Figure 1. I/O pins on the die edge (run 1).
Pins as bars across the die edge, other pins in gray.
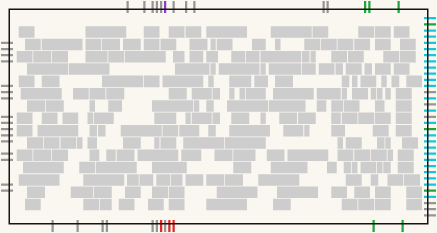
Figure 2. Routed metal, one color a layer (run 1).
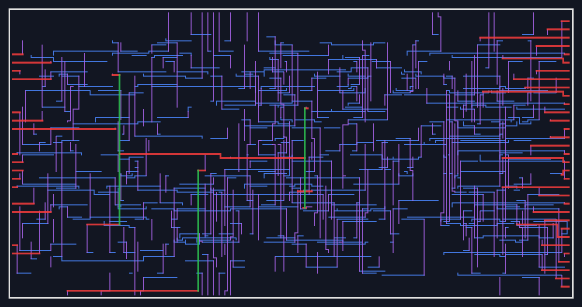
Figure 3. Sequential cells colored by netlist name (run 1).
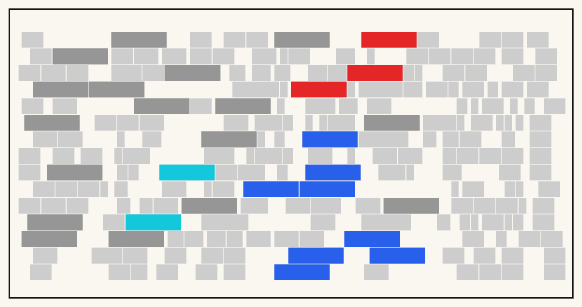
Figure 4. Selected gate families (run 1).
Scale bar: 20 um.
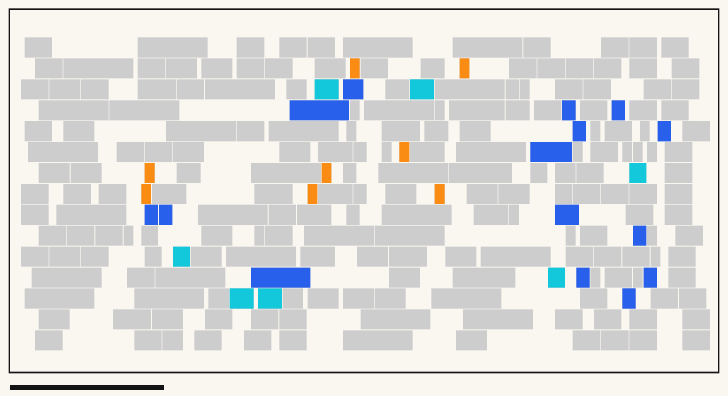
### src/rtl/bank_request_router_if.sv
// Request, bank-side and response signals of bank_request_router.
// slave = router view, master = requester/bank environment view.
interface bank_request_router_if #(
    parameter int ADDR_WIDTH = 4,
    parameter int DATA_WIDTH = 8,
    parameter int BANKS      = 3
);
    localparam int BANK_SIZE  = ((2 ** ADDR_WIDTH) - 1) / BANKS + 1;
    localparam int BANK_WIDTH = $clog2(BANK_SIZE);

    logic                        valid_in;
    logic                        ready_out;
    logic [ADDR_WIDTH-1:0]       address_in;
    logic                        write_in;
    logic [DATA_WIDTH-1:0]       wdata_in;
    logic [BANKS-1:0]            valid_out;
    logic [BANKS-1:0]            bank_ready_in;
    logic [BANK_WIDTH-1:0]       address_out;
    logic                        write_out;
    logic [DATA_WIDTH-1:0]       wdata_out;
    logic [BANKS-1:0]            bank_rvalid_in;
    logic [BANKS*DATA_WIDTH-1:0] bank_rdata_in;
    logic [BANKS-1:0]            bank_rready_out;
    logic                        rvalid_out;
    logic [DATA_WIDTH-1:0]       rdata_out;
    logic                        rready_in;

    modport slave (
        input  valid_in, address_in, write_in, wdata_in, bank_ready_in,
               bank_rvalid_in, bank_rdata_in, rready_in,
        output ready_out, valid_out, address_out, write_out, wdata_out,
               bank_rready_out, rvalid_out, rdata_out
    );

    modport master (
        output valid_in, address_in, write_in, wdata_in, bank_ready_in,
               bank_rvalid_in, bank_rdata_in, rready_in,
        input  ready_out, valid_out, address_out, write_out, wdata_out,
               bank_rready_out, rvalid_out, rdata_out
    );
endinterface

### src/rtl/bank_request_router.sv
// Registered request router to BANKS memory banks with in-order read return.
// Optional BANK_ROUTER_STATS_EN adds a saturating back-pressure stall counter.
module bank_request_router #(
    parameter int ADDR_WIDTH = 4,
    parameter int DATA_WIDTH = 8,
    parameter int BANKS      = 3,
    parameter int MODE       = 0,
    parameter int RSP_DEPTH  = 4
) (
    input  logic clk,
    input  logic rst_n,
`ifdef BANK_ROUTER_STATS_EN
    output logic [15:0] stall_cnt_out,
`endif
    bank_request_router_if.slave bus
);
    localparam int BANK_SIZE  = ((2 ** ADDR_WIDTH) - 1) / BANKS + 1;
    localparam int BANK_WIDTH = $clog2(BANK_SIZE);
    localparam int LOG2_BANK  = $clog2(BANKS);
    localparam int PTR_W      = (RSP_DEPTH > 1) ? $clog2(RSP_DEPTH) : 1;
    localparam int CNT_W      = $clog2(RSP_DEPTH + 1);
    localparam logic [ADDR_WIDTH-1:0] BANK_SIZE_A = ADDR_WIDTH'(BANK_SIZE);
    localparam logic [ADDR_WIDTH-1:0] BANKS_A     = ADDR_WIDTH'(BANKS);

    logic [ADDR_WIDTH-1:0] dec_bank_full;
    logic [ADDR_WIDTH-1:0] dec_local_full;
    logic [LOG2_BANK-1:0]  dec_bank;
    logic [BANK_WIDTH-1:0] dec_local;
    logic                  unused_dec;

    generate
        if (MODE == 0) begin : g_contig
            assign dec_bank_full  = bus.address_in / BANK_SIZE_A;
            assign dec_local_full = bus.address_in - dec_bank_full * BANK_SIZE_A;
        end else begin : g_inter
            assign dec_bank_full  = bus.address_in % BANKS_A;
            assign dec_local_full = bus.address_in / BANKS_A;
        end
    endgenerate

    assign dec_bank   = dec_bank_full[LOG2_BANK-1:0];
    assign dec_local  = dec_local_full[BANK_WIDTH-1:0];
    assign unused_dec = ^{dec_bank_full[ADDR_WIDTH-1:LOG2_BANK],
                          dec_local_full[ADDR_WIDTH-1:BANK_WIDTH]};

    logic                  occ_q,   occ_d;
    logic [LOG2_BANK-1:0]  bank_q,  bank_d;
    logic [BANK_WIDTH-1:0] local_q, local_d;
    logic                  write_q, write_d;
    logic [DATA_WIDTH-1:0] wdata_q, wdata_d;

    logic [LOG2_BANK-1:0]  trk_q [RSP_DEPTH];
    logic [PTR_W-1:0]      wr_ptr_q, rd_ptr_q;
    logic [CNT_W-1:0]      rsp_cnt_q;

    logic [BANKS-1:0]      req_onehot;
    logic [BANKS-1:0]      head_onehot;
    logic [LOG2_BANK-1:0]  head;
    logic                  drain, accept, ready, fifo_full, rsp_pend;
    logic                  push, pop, rvalid;
    logic [DATA_WIDTH-1:0] rdata;

    function automatic logic [PTR_W-1:0] ptr_inc(input logic [PTR_W-1:0] p);
        return (p == PTR_W'(RSP_DEPTH - 1)) ? '0 : p + PTR_W'(1);
    endfunction

    always_comb begin
        req_onehot = '0;
        for (int i = 0; i < BANKS; i++) begin
            req_onehot[i] = occ_q && (bank_q == LOG2_BANK'(i));
        end
    end

    assign drain     = |(req_onehot & bus.bank_ready_in);
    assign fifo_full = (rsp_cnt_q == CNT_W'(RSP_DEPTH));
    // Writes never wait on read tracking space
    assign ready     = (!occ_q || drain) && (bus.write_in || !fifo_full);
    assign accept    = bus.valid_in && ready;

    always_comb begin
        occ_d   = occ_q;
        bank_d  = bank_q;
        local_d = local_q;
        write_d = write_q;
        wdata_d = wdata_q;
        if (accept) begin
            occ_d   = 1'b1;
            bank_d  = dec_bank;
            local_d = dec_local;
            write_d = bus.write_in;
            wdata_d = bus.wdata_in;
        end else if (drain) begin
            occ_d   = 1'b0;
        end
    end

    always_ff @(posedge clk or negedge rst_n) begin
        if (!rst_n) begin
            occ_q   <= 1'b0;
            bank_q  <= '0;
            local_q <= '0;
            write_q <= 1'b0;
            wdata_q <= '0;
        end else begin
            occ_q   <= occ_d;
            bank_q  <= bank_d;
            local_q <= local_d;
            write_q <= write_d;
            wdata_q <= wdata_d;
        end
    end

    assign rsp_pend = (rsp_cnt_q != '0);
    assign head     = trk_q[rd_ptr_q];

    always_comb begin
        head_onehot = '0;
        rdata       = '0;
        for (int i = 0; i < BANKS; i++) begin
            if (head == LOG2_BANK'(i)) begin
                head_onehot[i] = rsp_pend;
                rdata          = bus.bank_rdata_in[i*DATA_WIDTH +: DATA_WIDTH];
            end
        end
    end

    assign rvalid = |(head_onehot & bus.bank_rvalid_in);
    assign push   = accept && !bus.write_in;
    assign pop    = rvalid && bus.rready_in;

    always_ff @(posedge clk or negedge rst_n) begin
        if (!rst_n) begin
            wr_ptr_q  <= '0;
            rd_ptr_q  <= '0;
            rsp_cnt_q <= '0;
            for (int i = 0; i < RSP_DEPTH; i++) begin
                trk_q[i] <= '0;
            end
        end else begin
            if (push) begin
                trk_q[wr_ptr_q] <= dec_bank;
                wr_ptr_q        <= ptr_inc(wr_ptr_q);
            end
            if (pop) begin
                rd_ptr_q <= ptr_inc(rd_ptr_q);
            end
            if (push && !pop) begin
                rsp_cnt_q <= rsp_cnt_q + CNT_W'(1);
            end else if (pop && !push) begin
                rsp_cnt_q <= rsp_cnt_q - CNT_W'(1);
            end
        end
    end

`ifdef BANK_ROUTER_STATS_EN
    logic [15:0] stall_cnt_q;

    always_ff @(posedge clk or negedge rst_n) begin
        if (!rst_n) begin
            stall_cnt_q <= '0;
        end else if (occ_q && !drain && (stall_cnt_q != 16'hFFFF)) begin
            stall_cnt_q <= stall_cnt_q + 16'd1;
        end
    end

    assign stall_cnt_out = stall_cnt_q;
`endif

    assign bus.ready_out       = ready;
    assign bus.valid_out       = req_onehot;
    assign bus.address_out     = local_q;
    assign bus.write_out       = write_q;
    assign bus.wdata_out       = wdata_q;
    assign bus.rvalid_out      = rvalid;
    assign bus.rdata_out       = rdata;
    assign bus.bank_rready_out = head_onehot & {BANKS{bus.rready_in}};
endmodule

### src/flat_wrapper.sv
// flat-port wrapper written by rule: the top's interface ports become plain ports
module bank_request_router_flat 
#(
    parameter int ADDR_WIDTH = 4,
    parameter int DATA_WIDTH = 8,
    parameter int BANKS      = 3,
    parameter int MODE       = 0,
    parameter int RSP_DEPTH  = 4
)
  (clk, rst_n, bus_valid_in, bus_address_in, bus_write_in, bus_wdata_in, bus_bank_ready_in, bus_bank_rvalid_in, bus_bank_rdata_in, bus_rready_in, bus_ready_out, bus_valid_out, bus_address_out, bus_write_out, bus_wdata_out, bus_bank_rready_out, bus_rvalid_out, bus_rdata_out);
  bank_request_router_if #(.ADDR_WIDTH(ADDR_WIDTH), .DATA_WIDTH(DATA_WIDTH), .BANKS(BANKS)) bus_i ();
  input  logic clk;
  input  logic rst_n;
  input wire logic [$bits(bus_i.valid_in)-1:0] bus_valid_in;
  input wire logic [$bits(bus_i.address_in)-1:0] bus_address_in;
  input wire logic [$bits(bus_i.write_in)-1:0] bus_write_in;
  input wire logic [$bits(bus_i.wdata_in)-1:0] bus_wdata_in;
  input wire logic [$bits(bus_i.bank_ready_in)-1:0] bus_bank_ready_in;
  input wire logic [$bits(bus_i.bank_rvalid_in)-1:0] bus_bank_rvalid_in;
  input wire logic [$bits(bus_i.bank_rdata_in)-1:0] bus_bank_rdata_in;
  input wire logic [$bits(bus_i.rready_in)-1:0] bus_rready_in;
  output wire logic [$bits(bus_i.ready_out)-1:0] bus_ready_out;
  output wire logic [$bits(bus_i.valid_out)-1:0] bus_valid_out;
  output wire logic [$bits(bus_i.address_out)-1:0] bus_address_out;
  output wire logic [$bits(bus_i.write_out)-1:0] bus_write_out;
  output wire logic [$bits(bus_i.wdata_out)-1:0] bus_wdata_out;
  output wire logic [$bits(bus_i.bank_rready_out)-1:0] bus_bank_rready_out;
  output wire logic [$bits(bus_i.rvalid_out)-1:0] bus_rvalid_out;
  output wire logic [$bits(bus_i.rdata_out)-1:0] bus_rdata_out;
  assign bus_i.valid_in = bus_valid_in;
  assign bus_i.address_in = bus_address_in;
  assign bus_i.write_in = bus_write_in;
  assign bus_i.wdata_in = bus_wdata_in;
  assign bus_i.bank_ready_in = bus_bank_ready_in;
  assign bus_i.bank_rvalid_in = bus_bank_rvalid_in;
  assign bus_i.bank_rdata_in = bus_bank_rdata_in;
  assign bus_i.rready_in = bus_rready_in;
  assign bus_ready_out = bus_i.ready_out;
  assign bus_valid_out = bus_i.valid_out;
  assign bus_address_out = bus_i.address_out;
  assign bus_write_out = bus_i.write_out;
  assign bus_wdata_out = bus_i.wdata_out;
  assign bus_bank_rready_out = bus_i.bank_rready_out;
  assign bus_rvalid_out = bus_i.rvalid_out;
  assign bus_rdata_out = bus_i.rdata_out;
  bank_request_router #(.ADDR_WIDTH(ADDR_WIDTH), .DATA_WIDTH(DATA_WIDTH), .BANKS(BANKS), .MODE(MODE), .RSP_DEPTH(RSP_DEPTH)) u_core (.clk(clk), .rst_n(rst_n), .bus(bus_i));
endmodule
### config.mk
export PLATFORM = sky130hd
export DESIGN_NAME = bank_request_router_flat
export DESIGN_NICKNAME = d
export VERILOG_FILES = /design/src/rtl/bank_request_router_if.sv /design/src/rtl/bank_request_router.sv /design/src/flat_wrapper.sv
export SDC_FILE = /design/constraint.sdc
export NUM_CORES = 1
export LEC_CHECK = 0
export CAP_MARGIN = 20
export CORE_ASPECT_RATIO = 0.5
export CORE_UTILIZATION = 42
export DETAILED_ROUTE_END_ITERATION = 7
export PLACE_DENSITY_LB_ADDON = 0.2
export SETUP_SLACK_MARGIN = 0.05
export SYNTH_ARGS = -nofsm -noshare
export SYNTH_HDL_FRONTEND = slang
export SYNTH_SLANG_ARGS = --single-unit
### constraint.sdc
create_clock -name clk -period 3.4 [get_ports clk]
set_input_delay 0.34 -clock clk [delete_from_list [all_inputs] [get_ports clk]]
set_output_delay 0.34 -clock clk [all_outputs]
set_load 0.01 [all_outputs]
==> flow_summary.json, run 1 <==
{
  "run_status": "completed",
  "power.leakage_nw": 1.097,
  "mi_logic_area_sq_um": 902.1,
  "global_route.usage.met1": 0.2204,
  "area_dominant_cell_class_after_layout": "combinational gates",
  "worst_clock_skew_ns": 0.004499,
  "wl_met1_mm": 1.708,
  "rows": 15,
  "fp.coreArea_sq_um": 3660,
  "comb-power_mw": 1.39,
  "async_reset_ff_frac": 1.000,
  "final-setup-viol-count": 0,
  "xor_area_frac": 0.02056,
  "timing.critical_path.slowest_cell_delay_ns": 0.72,
  "share_clk_of_total_power": 0.113,
  "cts.root.buffer_cell": "clkbuf_8",
  "multiplexer_share_of_the_synthesized_area": 0.2562,
  "clk_pin_slew_ns": 0.06,
  "grt_antenna_before_repair": 0,
  "yosys.area_share.aoi": 0.08223,
  "worstSetupStartpoint": "u_core.rd_ptr_q[0]",
  "max-vdd-ir-drop_mv": 0.4578,
  "postLayoutSetupSlackWorst_ns": 0.4654,
  "post-route-min-period_ns": 2.935,
  "grt_pass1_wl_mm": 5.989,
  "grt_max_degree": 31,
  "global_route.usage.met2": 0.3299,
  "antenna_cells_inserted": 0,
  "yosys-top-cells-count": "dfrtp_1, mux2_2, mux2i_1, nand2_1, o21ai_0",
  "viasPerCell": 5.051,
  "first_pass_iters": 4,
  "hold_ws_ns": 0.4494
}
## Picture notes: Figure 1
Red is bus_valid_out, pins 3, direction output, edge bottom. Green is bus_rdata_out, pins 8, direction output, edge 3 right, 3 top, 2 bottom. Cyan is bus_bank_rdata_in, pins 24, direction input, edge right. Purple is bus_ready_out, pins 1, direction output, edge top.
floorplan die width: 92.08 um
input/output buffers: 74
die span in y: 47.04 um

## Picture notes: Figure 2
Blue is met1, wire length 1710 um. Red is met3, wire length 278 um. Green is met4, wire length 60.5 um. Purple is met2, wire length 1640 um.
average detailed-routed wire length per instance: 13.46 um
vias: 1384
aggregate global-route resource usage: 0.1860

## Picture notes: Figure 3
Cyan is u_core.bank_q, placed flops 2. Blue is u_core.trk_q, placed flops 8. Red is u_core.rsp_cnt_q, placed flops 3.
Another 17 sequential cells are not colored.
power consumed by sequential cells: 0.680 mW
utilization of the core after routing: 0.7046
sequential portion of the cell area: 0.2911

## Picture notes: Figure 4
Blue is inverting AOI/OAI gates, cells 15, most used o21ai_0. Cyan is AND and OR gates, cells 7. Orange is inverters, cells 8, most used inv_1.
logic share of the area: 0.3498
most frequently placed logic cell in the final layout: clkdlybuf4s50_1
fin cells: 274

Figure 5. Clock nets (run 1).
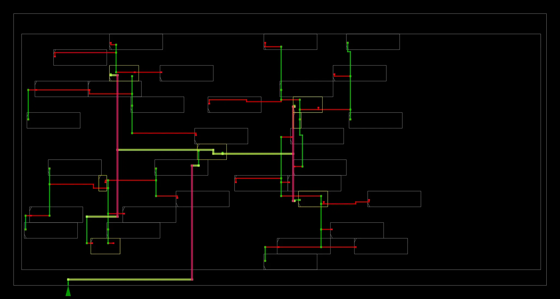

==> run 2: changes to the inputs <==
--- a/config.mk
+++ b/config.mk
@@ -5,9 +5,11 @@
 export SDC_FILE = /design/constraint.sdc
 export NUM_CORES = 1
 export LEC_CHECK = 0
+export ABC_AREA = 1
 export CAP_MARGIN = 20
 export CORE_ASPECT_RATIO = 0.5
-export CORE_UTILIZATION = 42
+export CORE_MARGIN = 8
+export CORE_UTILIZATION = 43
 export DETAILED_ROUTE_END_ITERATION = 7
 export PLACE_DENSITY_LB_ADDON = 0.2
 export SETUP_SLACK_MARGIN = 0.05
Figure 6. Clock nets (run 2).
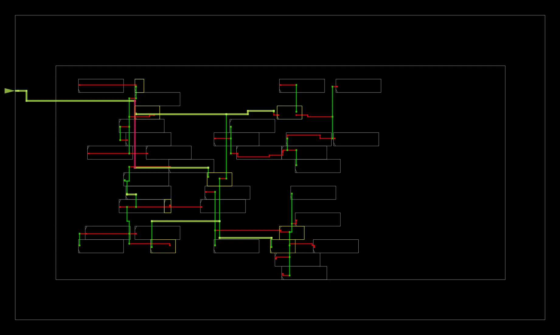
worst clock skew: 0.006446 ns
flip-flops: 30

Figure 7. I/O pins on the die edge (run 2).
Pins as bars across the die edge, other pins in gray.
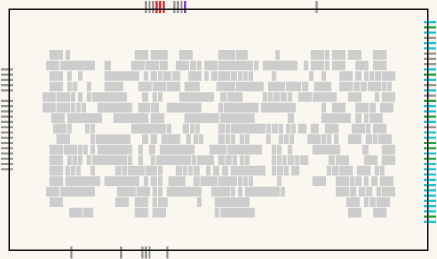
Purple is bus_ready_out, pins 1, direction output, edge top. Green is bus_rdata_out, pins 8, direction output, edge right. Red is bus_valid_out, pins 3, direction output, edge top. Cyan is bus_bank_rdata_in, pins 24, direction input, edge right.
All pins by edge: 39 right, 19 left, 11 top, 6 bottom.
die span in y: 61.96 um
floorplan die width: 107.9 um

Figure 8. Selected gate families (run 2).
Scale bar: 20 um.
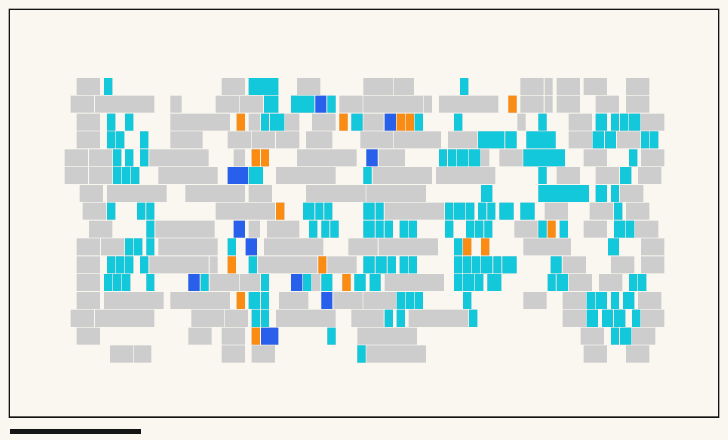
Blue is inverting AOI/OAI gates, cells 10, most used o21ai_0. Orange is inverters, cells 16, most used inv_1, where center. Cyan is NAND gates, cells 145, most used nand2_1.
fin cells: 362
most frequently placed logic cell in the final layout: nand2_1

==> run 2 against run 1 <==
Net effect: synthesized area grew 6.6%; worst setup slack gained 0.16 ns; first-iteration DRC count grew to 6.6 times the previous value; non-clock buffer count shrank 1; largest cell class unchanged; largest power group unchanged; highest routed layer unchanged.
==> flow_summary.json, run 2 <==
{
  "run_status": "completed",
  "antenna_cells_inserted": 0,
  "final-setup-viol-count": 0,
  "clk_pin_slew_ns": 0.06,
  "power.leakage_nw": 1.269,
  "wl_met1_mm": 2.313,
  "global_route.usage.met1": 0.1873,
  "ys_sh_adder": 0.05923,
  "buffer_ports.inserted": 74,
  "worstSkewPairLatency_ns": 0.28,
  "yosys.area_share.aoi": 0.03099,
  "critPathBufInv": 2,
  "avgRoutedWirePerCell_um": 13.42,
  "global_route.usage.met2": 0.2489,
  "viasPerCell": 4.895,
  "post-route-min-period_ns": 2.778,
  "timing.critical_path.slowest_cell_delay_ns": 0.47,
  "power_sequential_mw": 0.670,
  "sequential_portion_of_the_cell_area": 0.2822,
  "max-vdd-ir-drop_mv": 0.4637,
  "cts.root.buffer_cell": "clkbuf_8",
  "utilization_of_the_core_after_routing": 0.6677,
  "dp_worst_setup_slack_ns": 0.3569,
  "grt_max_degree": 31,
  "yosys-top-cells-count": "nand2_1, nand3_1, dfrtp_1",
  "comb_area_frac": 0.3542,
  "initial_core_util": 0.4560,
  "postLayoutSetupSlackWorst_ns": 0.6217,
  "power_mw": 2.449,
  "p_switching_mw": 1.047,
  "share_clk_of_total_power": 0.117,
  "xor_area_frac": 0.01446,
  "worstSetupStartpoint": "bus_bank_ready_in[1]",
  "gr-usage-all-layers": 0.1528,
  "comb-power_mw": 1.49,
  "dominantRegCellSynth": "dfrtp_1",
  "async_reset_ff_frac": 1.000,
  "finalSetupTns_ns": 0,
  "rows": 16,
  "first_pass_iters": 4,
  "hold_ws_ns": 0.4384,
  "placedInstanceArea_sq_um": 2569,
  "via_count": 1772,
  "mi_logic_area_sq_um": 942.2,
  "grt_pass1_wl_mm": 8.031,
  "grt_antenna_before_repair": 0,
  "synth_simple_gate_area_share": 0.4077,
  "area_dominant_cell_class_after_layout": "combinational gates",
  "multiplexer_share_of_the_synthesized_area": 0.006198,
  "fp.coreArea_sq_um": 3984
}
Power and IR drop assume default switching activity.
